`src/rtl/sort_mem_pkg.sv`:
```
// Shared definitions for the sort memory responder: response codes,
// read-channel FSM states and the address range check.
package sort_mem_pkg;

   localparam int RESP_OKAY   = 0;
   localparam int RESP_SLVERR = 1;

   typedef enum logic [1:0] {
      RD_IDLE = 2'd0,
      RD_WAIT = 2'd1,
      RD_RESP = 2'd2
   } rd_state_t;

   // Addresses are unsigned and never wrap; anything at or past depth is an error.
   function automatic logic addr_in_range(input logic [31:0] addr, input int unsigned depth);
      return (addr < depth);
   endfunction

endpackage

```
`src/rtl/sort_mem_responder_if.sv`:
```
// Read (AR/R) and write (AW/W/B) channel bundle between the sort datapath
// (master) and the memory responder (slave).
interface sort_mem_responder_if #(
   parameter int ADDR_WDTH = 4,
   parameter int DATA_WDTH = 32,
   parameter int RESP_WDTH = 1
);
   logic                 ar_valid;
   logic                 ar_ready;
   logic [ADDR_WDTH-1:0] ar_address;
   logic                 r_valid;
   logic                 r_ready;
   logic [DATA_WDTH-1:0] r_data;
   logic [RESP_WDTH-1:0] r_resp;
   logic                 aw_valid;
   logic                 aw_ready;
   logic [ADDR_WDTH-1:0] aw_address;
   logic                 w_valid;
   logic                 w_ready;
   logic [DATA_WDTH-1:0] w_data;
   logic                 b_valid;
   logic                 b_ready;
   logic [RESP_WDTH-1:0] b_resp;

   modport master (
      output ar_valid, ar_address, r_ready, aw_valid, aw_address, w_valid, w_data, b_ready,
      input  ar_ready, r_valid, r_data, r_resp, aw_ready, w_ready, b_valid, b_resp
   );

   modport slave (
      input  ar_valid, ar_address, r_ready, aw_valid, aw_address, w_valid, w_data, b_ready,
      output ar_ready, r_valid, r_data, r_resp, aw_ready, w_ready, b_valid, b_resp
   );
endinterface

```
`src/rtl/sort_mem_array.sv`:
```
// Storage for the array under sort: one synchronous write port (preload has
// priority over a channel commit), one registered read sample and one
// combinational debug port. Define SORT_MEM_CLR_ON_RST_EN to zero every word on rst.
module sort_mem_array
   import sort_mem_pkg::*;
#(
   parameter int ADDR_WDTH = 4,
   parameter int DATA_WDTH = 32,
   parameter int MEM_DEPTH = 2**ADDR_WDTH
) (
   input  logic                 clk,
   input  logic                 rst,
   input  logic                 init_we,
   input  logic [ADDR_WDTH-1:0] init_addr,
   input  logic [DATA_WDTH-1:0] init_data,
   input  logic                 wr_en,
   input  logic [ADDR_WDTH-1:0] wr_addr,
   input  logic [DATA_WDTH-1:0] wr_data,
   input  logic                 rd_en,
   input  logic [ADDR_WDTH-1:0] rd_addr,
   output logic [DATA_WDTH-1:0] rd_data,
   input  logic [ADDR_WDTH-1:0] dbg_addr,
   output logic [DATA_WDTH-1:0] dbg_data
);
   logic [DATA_WDTH-1:0] mem [MEM_DEPTH];
   logic init_ok;
   logic wr_ok;
   logic rd_ok;
   logic dbg_ok;

   assign init_ok = init_we && addr_in_range(32'(init_addr), MEM_DEPTH);
   assign wr_ok   = wr_en   && addr_in_range(32'(wr_addr),   MEM_DEPTH);
   assign rd_ok   = addr_in_range(32'(rd_addr),  MEM_DEPTH);
   assign dbg_ok  = addr_in_range(32'(dbg_addr), MEM_DEPTH);

   // Single write port: preload beats a same-edge channel commit.
   always_ff @(posedge clk) begin
`ifdef SORT_MEM_CLR_ON_RST_EN
      if (rst) begin
         for (int i = 0; i < MEM_DEPTH; i++) begin
            mem[i] <= '0;
         end
      end else
`endif
      if (init_ok) begin
         mem[init_addr] <= init_data;
      end else if (wr_ok) begin
         mem[wr_addr] <= wr_data;
      end
   end

   // Registered sample; holds between samples so r_data stays stable until consumed.
   always_ff @(posedge clk) begin
      if (rst) begin
         rd_data <= '0;
      end else if (rd_en) begin
         rd_data <= rd_ok ? mem[rd_addr] : '0;
      end
   end

   assign dbg_data = dbg_ok ? mem[dbg_addr] : '0;

endmodule

```
`src/rtl/sort_mem_responder.sv`:
```
// Memory-side responder for the insertion-sort datapath. Serves one read and
// one write at a time over valid/ready channels. Optional SORT_MEM_CLR_ON_RST_EN
// (see sort_mem_array) clears the storage on rst.
module sort_mem_responder
   import sort_mem_pkg::*;
#(
   parameter int ADDR_WDTH = 4,
   parameter int DATA_WDTH = 32,
   parameter int RESP_WDTH = 1,
   parameter int MEM_DEPTH = 2**ADDR_WDTH,
   parameter int RD_LAT    = 1
) (
   input  logic                 clk,
   input  logic                 rst,
   sort_mem_responder_if.slave  bus,
   input  logic                 init_we,
   input  logic [ADDR_WDTH-1:0] init_addr,
   input  logic [DATA_WDTH-1:0] init_data,
   input  logic [ADDR_WDTH-1:0] dbg_addr,
   output logic [DATA_WDTH-1:0] dbg_data
);
   localparam int CNT_WDTH = (RD_LAT > 1) ? $clog2(RD_LAT) : 1;

   rd_state_t            rd_state_reg, rd_state_next;
   logic [CNT_WDTH-1:0]  rd_cnt_reg, rd_cnt_next;
   logic [ADDR_WDTH-1:0] rd_addr_reg, rd_addr_next;
   logic [RESP_WDTH-1:0] r_resp_reg, r_resp_next;
   logic [ADDR_WDTH-1:0] rd_sel_addr;
   logic                 rd_en;
   logic [DATA_WDTH-1:0] r_data_q;

   logic                 aw_held_reg, aw_held_next;
   logic [ADDR_WDTH-1:0] aw_addr_reg, aw_addr_next;
   logic                 w_held_reg, w_held_next;
   logic [DATA_WDTH-1:0] w_data_reg, w_data_next;
   logic                 b_valid_reg, b_valid_next;
   logic [RESP_WDTH-1:0] b_resp_reg, b_resp_next;
   logic                 wr_en;

   // Read FSM state register.
   always_ff @(posedge clk) begin
      if (rst) begin
         rd_state_reg <= RD_IDLE;
         rd_cnt_reg   <= '0;
         rd_addr_reg  <= '0;
         r_resp_reg   <= '0;
      end else begin
         rd_state_reg <= rd_state_next;
         rd_cnt_reg   <= rd_cnt_next;
         rd_addr_reg  <= rd_addr_next;
         r_resp_reg   <= r_resp_next;
      end
   end

   // Read FSM next state; with RD_LAT=1 the sample is taken on the AR edge itself.
   always_comb begin
      rd_state_next = rd_state_reg;
      rd_cnt_next   = rd_cnt_reg;
      rd_addr_next  = rd_addr_reg;
      r_resp_next   = r_resp_reg;
      rd_sel_addr   = rd_addr_reg;
      rd_en         = 1'b0;
      bus.ar_ready  = 1'b0;
      bus.r_valid   = 1'b0;
      case (rd_state_reg)
         RD_IDLE: begin
            bus.ar_ready = 1'b1;
            rd_sel_addr  = bus.ar_address;
            if (bus.ar_valid) begin
               rd_addr_next = bus.ar_address;
               if (RD_LAT == 1) begin
                  rd_en         = 1'b1;
                  rd_state_next = RD_RESP;
               end else begin
                  rd_cnt_next   = CNT_WDTH'(RD_LAT - 1);
                  rd_state_next = RD_WAIT;
               end
            end
         end
         RD_WAIT: begin
            if (rd_cnt_reg == CNT_WDTH'(1)) begin
               rd_en         = 1'b1;
               rd_state_next = RD_RESP;
            end else begin
               rd_cnt_next = rd_cnt_reg - CNT_WDTH'(1);
            end
         end
         RD_RESP: begin
            bus.r_valid = 1'b1;
            if (bus.r_ready) begin
               rd_state_next = RD_IDLE;
            end
         end
         default: rd_state_next = RD_IDLE;
      endcase
      if (rd_en) begin
         r_resp_next = addr_in_range(32'(rd_sel_addr), MEM_DEPTH) ?
                       RESP_WDTH'(RESP_OKAY) : RESP_WDTH'(RESP_SLVERR);
      end
   end

   // Write channel holding registers and response.
   always_ff @(posedge clk) begin
      if (rst) begin
         aw_held_reg <= 1'b0;
         aw_addr_reg <= '0;
         w_held_reg  <= 1'b0;
         w_data_reg  <= '0;
         b_valid_reg <= 1'b0;
         b_resp_reg  <= '0;
      end else begin
         aw_held_reg <= aw_held_next;
         aw_addr_reg <= aw_addr_next;
         w_held_reg  <= w_held_next;
         w_data_reg  <= w_data_next;
         b_valid_reg <= b_valid_next;
         b_resp_reg  <= b_resp_next;
      end
   end

   // Capture AW and W independently; commit one edge after both are held.
   always_comb begin
      aw_held_next = aw_held_reg;
      aw_addr_next = aw_addr_reg;
      w_held_next  = w_held_reg;
      w_data_next  = w_data_reg;
      b_valid_next = b_valid_reg;
      b_resp_next  = b_resp_reg;
      wr_en        = 1'b0;
      if (b_valid_reg) begin
         if (bus.b_ready) begin
            b_valid_next = 1'b0;
         end
      end else if (aw_held_reg && w_held_reg) begin
         wr_en        = 1'b1;
         b_valid_next = 1'b1;
         b_resp_next  = addr_in_range(32'(aw_addr_reg), MEM_DEPTH) ?
                        RESP_WDTH'(RESP_OKAY) : RESP_WDTH'(RESP_SLVERR);
         aw_held_next = 1'b0;
         w_held_next  = 1'b0;
      end else begin
         if (!aw_held_reg && bus.aw_valid) begin
            aw_held_next = 1'b1;
            aw_addr_next = bus.aw_address;
         end
         if (!w_held_reg && bus.w_valid) begin
            w_held_next = 1'b1;
            w_data_next = bus.w_data;
         end
      end
   end

   assign bus.aw_ready = !aw_held_reg && !b_valid_reg;
   assign bus.w_ready  = !w_held_reg  && !b_valid_reg;
   assign bus.b_valid  = b_valid_reg;
   assign bus.b_resp   = b_resp_reg;
   assign bus.r_resp   = r_resp_reg;
   assign bus.r_data   = r_data_q;

   sort_mem_array #(
      .ADDR_WDTH (ADDR_WDTH),
      .DATA_WDTH (DATA_WDTH),
      .MEM_DEPTH (MEM_DEPTH)
   ) u_array (
      .clk       (clk),
      .rst       (rst),
      .init_we   (init_we),
      .init_addr (init_addr),
      .init_data (init_data),
      .wr_en     (wr_en && !rst),
      .wr_addr   (aw_addr_reg),
      .wr_data   (w_data_reg),
      .rd_en     (rd_en),
      .rd_addr   (rd_sel_addr),
      .rd_data   (r_data_q),
      .dbg_addr  (dbg_addr),
      .dbg_data  (dbg_data)
   );

endmodule

```
`src/flat_wrapper.sv`:
```
// flat-port wrapper written by rule: the top's interface ports become plain ports
module sort_mem_responder_flat import sort_mem_pkg::*;
#(
   parameter int ADDR_WDTH = 4,
   parameter int DATA_WDTH = 32,
   parameter int RESP_WDTH = 1,
   parameter int MEM_DEPTH = 2**ADDR_WDTH,
   parameter int RD_LAT    = 1
)
  (clk, rst, init_we, init_addr, init_data, dbg_addr, dbg_data, bus_ar_valid, bus_ar_address, bus_r_ready, bus_aw_valid, bus_aw_address, bus_w_valid, bus_w_data, bus_b_ready, bus_ar_ready, bus_r_valid, bus_r_data, bus_r_resp, bus_aw_ready, bus_w_ready, bus_b_valid, bus_b_resp);
  sort_mem_responder_if #(.ADDR_WDTH(ADDR_WDTH), .DATA_WDTH(DATA_WDTH), .RESP_WDTH(RESP_WDTH)) bus_i ();
  input  logic clk;
  input  logic rst;
  input  logic init_we;
  input  logic [ADDR_WDTH-1:0] init_addr;
  input  logic [DATA_WDTH-1:0] init_data;
  input  logic [ADDR_WDTH-1:0] dbg_addr;
  output logic [DATA_WDTH-1:0] dbg_data;
  input wire logic [$bits(bus_i.ar_valid)-1:0] bus_ar_valid;
  input wire logic [$bits(bus_i.ar_address)-1:0] bus_ar_address;
  input wire logic [$bits(bus_i.r_ready)-1:0] bus_r_ready;
  input wire logic [$bits(bus_i.aw_valid)-1:0] bus_aw_valid;
  input wire logic [$bits(bus_i.aw_address)-1:0] bus_aw_address;
  input wire logic [$bits(bus_i.w_valid)-1:0] bus_w_valid;
  input wire logic [$bits(bus_i.w_data)-1:0] bus_w_data;
  input wire logic [$bits(bus_i.b_ready)-1:0] bus_b_ready;
  output wire logic [$bits(bus_i.ar_ready)-1:0] bus_ar_ready;
  output wire logic [$bits(bus_i.r_valid)-1:0] bus_r_valid;
  output wire logic [$bits(bus_i.r_data)-1:0] bus_r_data;
  output wire logic [$bits(bus_i.r_resp)-1:0] bus_r_resp;
  output wire logic [$bits(bus_i.aw_ready)-1:0] bus_aw_ready;
  output wire logic [$bits(bus_i.w_ready)-1:0] bus_w_ready;
  output wire logic [$bits(bus_i.b_valid)-1:0] bus_b_valid;
  output wire logic [$bits(bus_i.b_resp)-1:0] bus_b_resp;
  assign bus_i.ar_valid = bus_ar_valid;
  assign bus_i.ar_address = bus_ar_address;
  assign bus_i.r_ready = bus_r_ready;
  assign bus_i.aw_valid = bus_aw_valid;
  assign bus_i.aw_address = bus_aw_address;
  assign bus_i.w_valid = bus_w_valid;
  assign bus_i.w_data = bus_w_data;
  assign bus_i.b_ready = bus_b_ready;
  assign bus_ar_ready = bus_i.ar_ready;
  assign bus_r_valid = bus_i.r_valid;
  assign bus_r_data = bus_i.r_data;
  assign bus_r_resp = bus_i.r_resp;
  assign bus_aw_ready = bus_i.aw_ready;
  assign bus_w_ready = bus_i.w_ready;
  assign bus_b_valid = bus_i.b_valid;
  assign bus_b_resp = bus_i.b_resp;
  sort_mem_responder #(.ADDR_WDTH(ADDR_WDTH), .DATA_WDTH(DATA_WDTH), .RESP_WDTH(RESP_WDTH), .MEM_DEPTH(MEM_DEPTH), .RD_LAT(RD_LAT)) u_core (.clk(clk), .rst(rst), .bus(bus_i), .init_we(init_we), .init_addr(init_addr), .init_data(init_data), .dbg_addr(dbg_addr), .dbg_data(dbg_data));
endmodule
```
`config.mk`:
```
export PLATFORM = sky130hd
export DESIGN_NAME = sort_mem_responder_flat
export DESIGN_NICKNAME = d
export VERILOG_FILES = /design/src/rtl/sort_mem_pkg.sv /design/src/rtl/sort_mem_responder_if.sv /design/src/rtl/sort_mem_array.sv /design/src/rtl/sort_mem_responder.sv /design/src/flat_wrapper.sv
export SDC_FILE = /design/constraint.sdc
export NUM_CORES = 1
export LEC_CHECK = 0
export CAP_MARGIN = 20
export CORE_MARGIN = 4
export CORE_UTILIZATION = 40
export DETAILED_ROUTE_END_ITERATION = 12
export PLACE_DENSITY_LB_ADDON = 0.12
export REMOVE_ABC_BUFFERS = 1
export SETUP_SLACK_MARGIN = 0.02
export SLEW_MARGIN = 20
export SYNTH_ARGS = -nofsm -noshare
export SYNTH_HDL_FRONTEND = slang
export SYNTH_HIERARCHICAL = 1
export SYNTH_SLANG_ARGS = --single-unit
export TNS_END_PERCENT = 50
```
`constraint.sdc`:
```
create_clock -name clk -period 3.87 [get_ports clk]
set_input_delay 0.774 -clock clk [delete_from_list [all_inputs] [get_ports clk]]
set_output_delay 0.774 -clock clk [all_outputs]
set_load 0.05 [all_outputs]
```
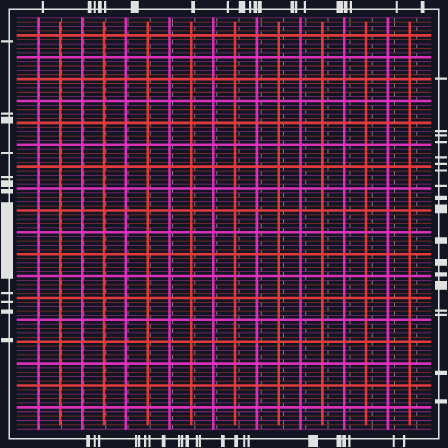
(images/floorplan.png)
Pins as bars on the die edge. Tap cells in grey.
magenta -> VSS
red -> VDD
met5 straps = 18
rows = 94
met1 rails = 95
met4 straps = 18
signal pins = 159
horizontal die dimension: 266 microns
largest voltage drop on the vdd net: 299 uV

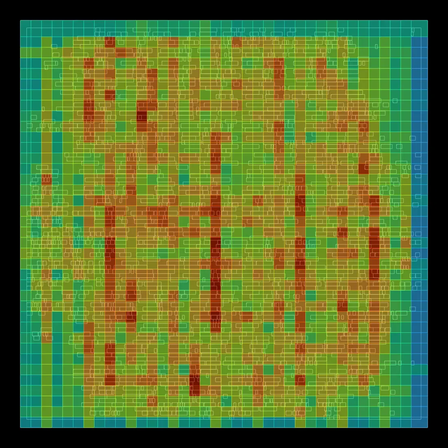
(images/congestion_map.png)
M3 GR Usage: 0.0315
global routing met1 resource utilization: 0.315

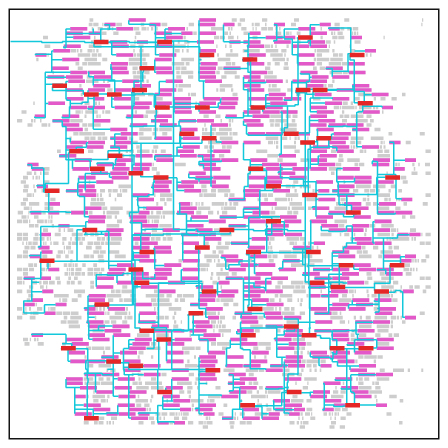
(images/clock_wires.png)
magenta -> flip-flops  # count 588
cyan -> clock wires  # length 7230 microns
red -> clock-net drivers  # count 68
routed clock nets = 69
worst clock skew: 0.0232 ns
insertion delay at the late pin of the worst-skew pair: 0.59 ns
clock group share of total power: 0.410

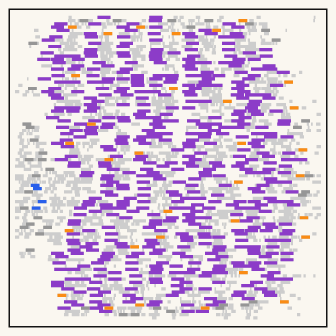
(images/ff_map.png)
Other sequential cells in the stronger grey, the rest of the logic in the fainter grey.
purple -> u_core/u_array/mem  # sequential cells 512, where all over the die
orange -> u_core/u_array/rd_data  # sequential cells 32, where all over the die
blue -> u_core/aw_addr_reg  # sequential cells 4, where west
not coloured = 40
fraction of standard cell area that is sequential: 0.532
fraction of the core area covered by cells at the end of the flow: 0.482

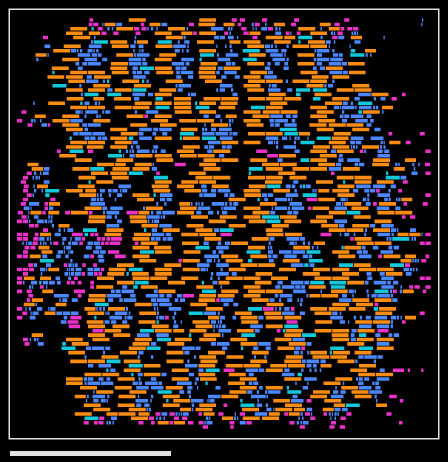
(images/class_map.png)
The bar under the picture is 100 microns long.
blue -> remaining logic cells  # cells 951, share of their area 30%
orange -> sequential cells  # cells 588, share of their area 55%
cyan -> clock drivers and dummy loads  # cells 126, share of their area 7.2%
magenta -> remaining buffers and delay cells  # cells 225, share of their area 7.4%
area of the placeable core: 65900 sq um
final instance area: 31700 sq um
Std-Cell Rows: 94

==> results.py <==
# Metrics from the implementation run
metrics = {
    "outcome": {
        "status": "complete, no violations",
    },
    "power": {
        "total_leakage_power_uw": 0.0108,
        "power.sequential.total_uw": 7140,
    },
    "place": {
        "number_of_input_and_output_port_buffers_inserted": 156,
        "placed_cells_incl_taps": 2628,
    },
    "finish": {
        "layout_top_cells": "sky130_fd_sc_hd__edfxtp_1, sky130_fd_sc_hd__mux2i_1, sky130_fd_sc_hd__nand2_1, sky130_fd_sc_hd__mux4_2, sky130_fd_sc_hd__clkdlybuf4s50_1",
        "final.clkbuf_count": 93,
        "fillers": 5655,
        "num-multi-input-gates": 946,
        "count_of_inverters_not_on_the_clock_network_in_the_layout": 5,
    },
    "yosys": {
        "synth_compound_gate_area_share": 0.0391,
        "enable_flop_cells": 512,
        "post_synth_and_or_nand_nor_area_fraction": 0.0510,
        "synth.yosys.chip_area_sq_um": 26600,
    },
    "routing": {
        "met2_wirelength_microns": 34800,
        "routed_length_per_placed_instance_microns": 27.4,
    },
    "setup_path": {
        "crit_family": "multiplexers",
        "r2r_slack_ns": 1.05,
        "crit_slowest_cell": "sky130_fd_sc_hd__mux4_2",
        "crit_fanout": 17,
        "r2r-start": "u_core/bus.b_valid$_SDFF_PP0_",
        "worst_setup_path_end_kind": "primary output",
        "crit_end": "dbg_data[8]",
    },
    "global_routing": {
        "globalRouteTotalUtil": 0.211,
        "grt_overflow": 0,
    },
    "timing": {
        "rsz0062_at_grt": "false",
    },
    "clock_tree": {
        "worst_setup_hold_path_clk_slew_ns": 0.05,
        "clk_path_buf_depth": 3,
        "h-tree-depth": 3,
    },
    "job": {
        "tool_warnings": 25,
    },
}
Power figures rest on the tool's default switching activity, not on a simulated workload.
